[src/rtl/boron_stream_host.sv]
// Byte-serial host front end for the Boron block cipher core: gathers 8 bytes, runs one core
// operation, streams the 64-bit result back out. Optional watchdog: BORON_HOST_TIMEOUT_EN.
module boron_stream_host #(
    parameter int Key_Bit_Size   = 80,
    parameter int TIMEOUT_CYCLES = 1024
) (
    input  logic                    clk,
    input  logic                    reset,
    input  logic [Key_Bit_Size-1:0] key_in,
    input  logic                    key_load,
    input  logic                    enc_dec,
    input  logic [7:0]              in_data,
    input  logic                    in_valid,
    output logic                    in_ready,
    output logic [7:0]              out_data,
    output logic                    out_valid,
    input  logic                    out_ready,
    output logic                    core_start,
    output logic                    core_enc_dec,
    output logic [Key_Bit_Size-1:0] core_key,
    output logic [63:0]             core_text,
    input  logic [63:0]             core_result,
    input  logic                    core_done,
    output logic                    busy,
    output logic [15:0]             block_count,
    output logic                    timeout_err
);

    // state      | meaning
    // ST_COLLECT | accepting input bytes into the block register
    // ST_START   | one-cycle start pulse, core_* operands valid
    // ST_WAIT    | operands held, waiting for core_done
    // ST_EMIT    | streaming the 8 result bytes out, MSB first
    typedef enum logic [1:0] {
        ST_COLLECT,
        ST_START,
        ST_WAIT,
        ST_EMIT
    } state_t;

    if (!(Key_Bit_Size == 80 || Key_Bit_Size == 128) || TIMEOUT_CYCLES < 2) begin : g_bad_param
        $error("boron_stream_host: Key_Bit_Size must be 80 or 128 and TIMEOUT_CYCLES >= 2");
    end

    state_t                  state;
    logic [2:0]              in_idx;
    logic [2:0]              out_idx;
    logic [Key_Bit_Size-1:0] key_reg;
    logic [55:0]             block_reg;
    logic [63:0]             result_reg;
    logic                    accept;

    assign accept   = in_valid & in_ready;
    // result_reg shifts left one byte per transfer, so the current byte is always on top
    assign out_data = result_reg[63:56];

`ifdef BORON_HOST_TIMEOUT_EN
    localparam int WD_W = $clog2(TIMEOUT_CYCLES);
    logic [WD_W-1:0] wd_cnt;
`else
    assign timeout_err = 1'b0;
`endif

    always_ff @(posedge clk) begin
        if (reset) begin
            state        <= ST_COLLECT;
            in_idx       <= 3'd0;
            out_idx      <= 3'd0;
            key_reg      <= '0;
            block_reg    <= '0;
            result_reg   <= '0;
            in_ready     <= 1'b0;
            out_valid    <= 1'b0;
            core_start   <= 1'b0;
            core_enc_dec <= 1'b0;
            core_key     <= '0;
            core_text    <= '0;
            busy         <= 1'b0;
            block_count  <= '0;
`ifdef BORON_HOST_TIMEOUT_EN
            wd_cnt       <= '0;
            timeout_err  <= 1'b0;
`endif
        end else begin
            if (key_load) begin
                key_reg <= key_in;
            end
            core_start <= 1'b0;

            case (state)
                ST_COLLECT: begin
                    in_ready <= 1'b1;
                    if (accept) begin
                        block_reg <= {block_reg[47:0], in_data};
                        in_idx    <= in_idx + 3'd1;
                        if (in_idx == 3'd7) begin
                            // operands are snapshotted here so they are valid during START
                            in_ready     <= 1'b0;
                            core_start   <= 1'b1;
                            core_text    <= {block_reg, in_data};
                            core_key     <= key_reg;
                            core_enc_dec <= enc_dec;
                            busy         <= 1'b1;
                            state        <= ST_START;
                        end
                    end
                end

                ST_START: begin
`ifdef BORON_HOST_TIMEOUT_EN
                    wd_cnt <= WD_W'(TIMEOUT_CYCLES - 1);
`endif
                    state  <= ST_WAIT;
                end

                ST_WAIT: begin
                    if (core_done) begin
                        result_reg  <= core_result;
                        block_count <= block_count + 16'd1;
                        out_valid   <= 1'b1;
                        out_idx     <= 3'd0;
                        busy        <= 1'b0;
                        state       <= ST_EMIT;
                    end
`ifdef BORON_HOST_TIMEOUT_EN
                    else if (wd_cnt == '0) begin
                        timeout_err <= 1'b1;
                        busy        <= 1'b0;
                        in_ready    <= 1'b1;
                        in_idx      <= 3'd0;
                        state       <= ST_COLLECT;
                    end else begin
                        wd_cnt <= wd_cnt - WD_W'(1);
                    end
`endif
                end

                ST_EMIT: begin
                    if (out_ready) begin
                        result_reg <= {result_reg[55:0], 8'h00};
                        out_idx    <= out_idx + 3'd1;
                        if (out_idx == 3'd7) begin
                            out_valid <= 1'b0;
                            in_ready  <= 1'b1;
                            in_idx    <= 3'd0;
                            state     <= ST_COLLECT;
                        end
                    end
                end

                default: begin
                    state <= ST_COLLECT;
                end
            endcase
        end
    end

endmodule

[config.mk]
export PLATFORM = sky130hd
export DESIGN_NAME = boron_stream_host
export DESIGN_NICKNAME = d
export VERILOG_FILES = /design/src/rtl/boron_stream_host.sv
export SDC_FILE = /design/constraint.sdc
export NUM_CORES = 1
export LEC_CHECK = 0
export ABC_AREA = 1
export CAP_MARGIN = 25
export CORE_ASPECT_RATIO = 0.9
export CORE_UTILIZATION = 45
export DETAILED_ROUTE_END_ITERATION = 10
export PLACE_DENSITY = 0.74
export SETUP_SLACK_MARGIN = 0.2
export SYNTH_ARGS = -nofsm -noshare
export SYNTH_HDL_FRONTEND = slang
export SYNTH_SLANG_ARGS = --single-unit
[constraint.sdc]
create_clock -name clk -period 1.7 [get_ports clk]
set_input_delay 0.425 -clock clk [delete_from_list [all_inputs] [get_ports clk]]
set_output_delay 0.425 -clock clk [all_outputs]
set_load 0.02 [all_outputs]
Fig. 1: I/O nets highlighted
The bar under the picture is 50 um long.
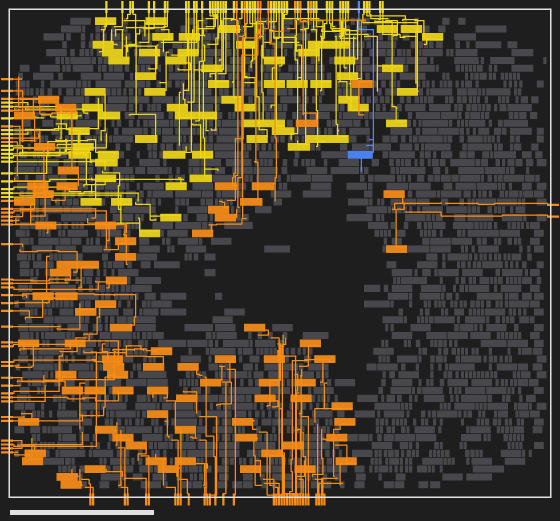
Key: `core_text` = yellow [bits 64, direction output, end cells 64, buffers 64, wire 2,630 um]; `core_key` = orange [bits 80, direction output, end cells 80, buffers 80, wire 3,510 um]; `in_ready` = blue [bits 1, direction output, end cells 1, buffers 1, wire 67.2 um]

Fig. 2: cells colored by class
Fill, decap, tap and diode cells in gray.
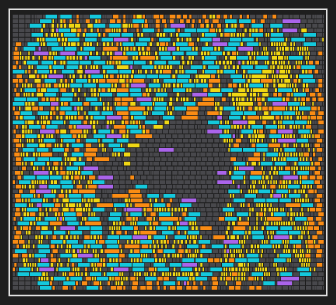
Key: flops = cyan [cells 373, share of their area 39%]; all other logic = yellow [cells 1,326, share of their area 32%]; other buffers and delay cells = orange [cells 430, share of their area 22%]; clock drivers and dummy loads = purple [cells 69, share of their area 6.8%]
Final Cell Area: 19,700 sq um
Core Region: 30,100 sq um

Fig. 3: placement view
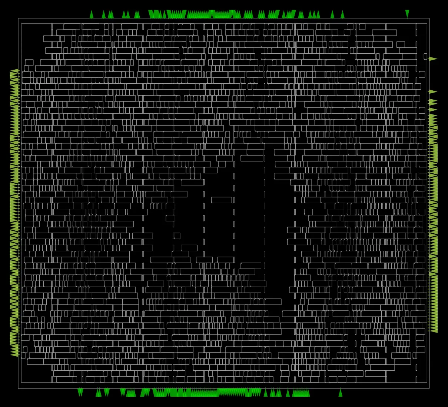
total number of sequential cells: 373
sequential share of cell area: 38.3%
final non-filler cell total: 2,601
filler instances: 2,494
row count: 60

Fig. 4: metal layers overlaid
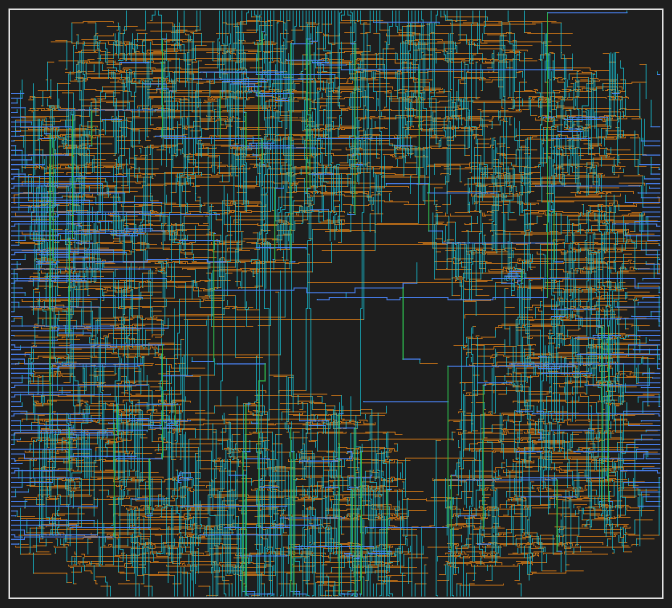
Key: met4 = green [wire length 1,450 um]; met3 = blue [wire length 3,740 um]; met2 = cyan [wire length 20.6 mm]; met1 = orange [wire length 18,000 um]

Fig. 5: sizing map
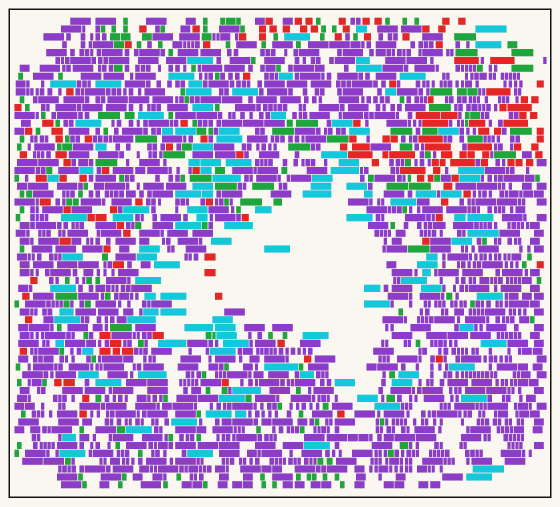
Key: drive 3 to 4 = red [cells 140]; drive 1 or less = purple [cells 1,732]; drive 6 and up = cyan [cells 124]; drive 2 = green [cells 202]
final worst slack: 87.7 ps
nonclk buf count: 430
synth-to-layout area growth: 42.1%

[worst max-delay path: cells and delay by family, from the launching register on]
family	cells	cell delay, ps
simple gates	4	470
buf+inv	4	500
fa+ha+maj	1	150
flops	1	370
[how the worst max path moves through the flow]
stage / slack, ps / end / cells after the start / from
2_1_floorplan: 200 / result_reg[54] / 10 / state[1]
3_3_place_gp: -270 / core_key[70] / 8 / in_valid
3_5_place_dp: -300 / core_key[43] / 8 / in_valid
4_1_cts: 130 / core_key[7] / 9 / state[1]
5_1_grt: 30 / core_key[65] / 9 / state[0]
6_report: 90 / core_key[52] / 9 / state[0]
[repair_timing]
| action | CTS | global route |
|---|---|---|
| resized | 831 | 222 |
| pin swaps | 3 | 13 |
| endpoints found under the setup margin | 413 | 331 |
| buffers inserted | 6 | 4 |
| gates cloned | 6 | 13 |
==> impl_metrics.json <==
{
  "placedInstanceArea_sq_um": 17900,
  "clock_skew_ps": 11.9,
  "h-tree-depth": 2,
  "clock_tree.buffer_depth": 3,
  "top_power_group": "sequential cells",
  "lay_top_cells": "424 x nor2_1, 337 x dfxtp_1, 244 x o21ai_0, 239 x nand2_1, 157 x clkdlybuf4s50_1",
  "power_density_nw_per_um2": 959,
  "cts_sinks": 373,
  "area_share_nonclk_buffers_pct": 21.0,
  "hold_slack_ps": 452,
  "setup_viol": 0,
  "fp_util_pct": 46.0,
  "grt_pass1_wl_mm": 65.9,
  "postSynthSeqShare_pct": 53.9,
  "grt_use_met1_pct": 31.4,
  "syn_avg_cell_area_sq_um": 7.56,
  "hpwl_mm": 26.3,
  "grt_overflow": 0,
  "netlist_top_cells_count": "470 x nor2_1, 373 x dfxtp_1, 319 x o21ai_0, 240 x nand2_1, 89 x a21oi_1",
  "inv_count": 90,
  "die_x_um": 187,
  "slowest_delay_ps": 370,
  "dp.cells": 2503,
  "clock_latency_ps": 520,
  "status": "finished clean",
  "reg2reg_depth": 9,
  "busiest_layer": "met2",
  "pg_comb_w": 0.00119,
  "design_power_total_w": 0.0189,
  "clock_buffers": 54,
  "p_int_w": 0.0147,
  "cts_buffers": 39,
  "portBuffers": 331,
  "die-height_um": 168,
  "fin_util_pct": 65.4,
  "ys_area_sq_um": 13800,
  "top_layer": "met4",
  "switching_share_pct": 22.2,
  "xor_area_share_pct": 0,
  "yosys_cells": 1833,
  "yosys.area_share.simple_pct": 22.4,
  "grt.total_usage_pct": 25.5,
  "yosys_warnings": 0,
  "die_area_sq_um": 31500,
  "yosysTopAreaCellShare_pct": 53.9,
  "first_global_vias": 12900,
  "clkCellAreaFrac_pct": 6.62,
  "crit_path_max_fanout": 12
}
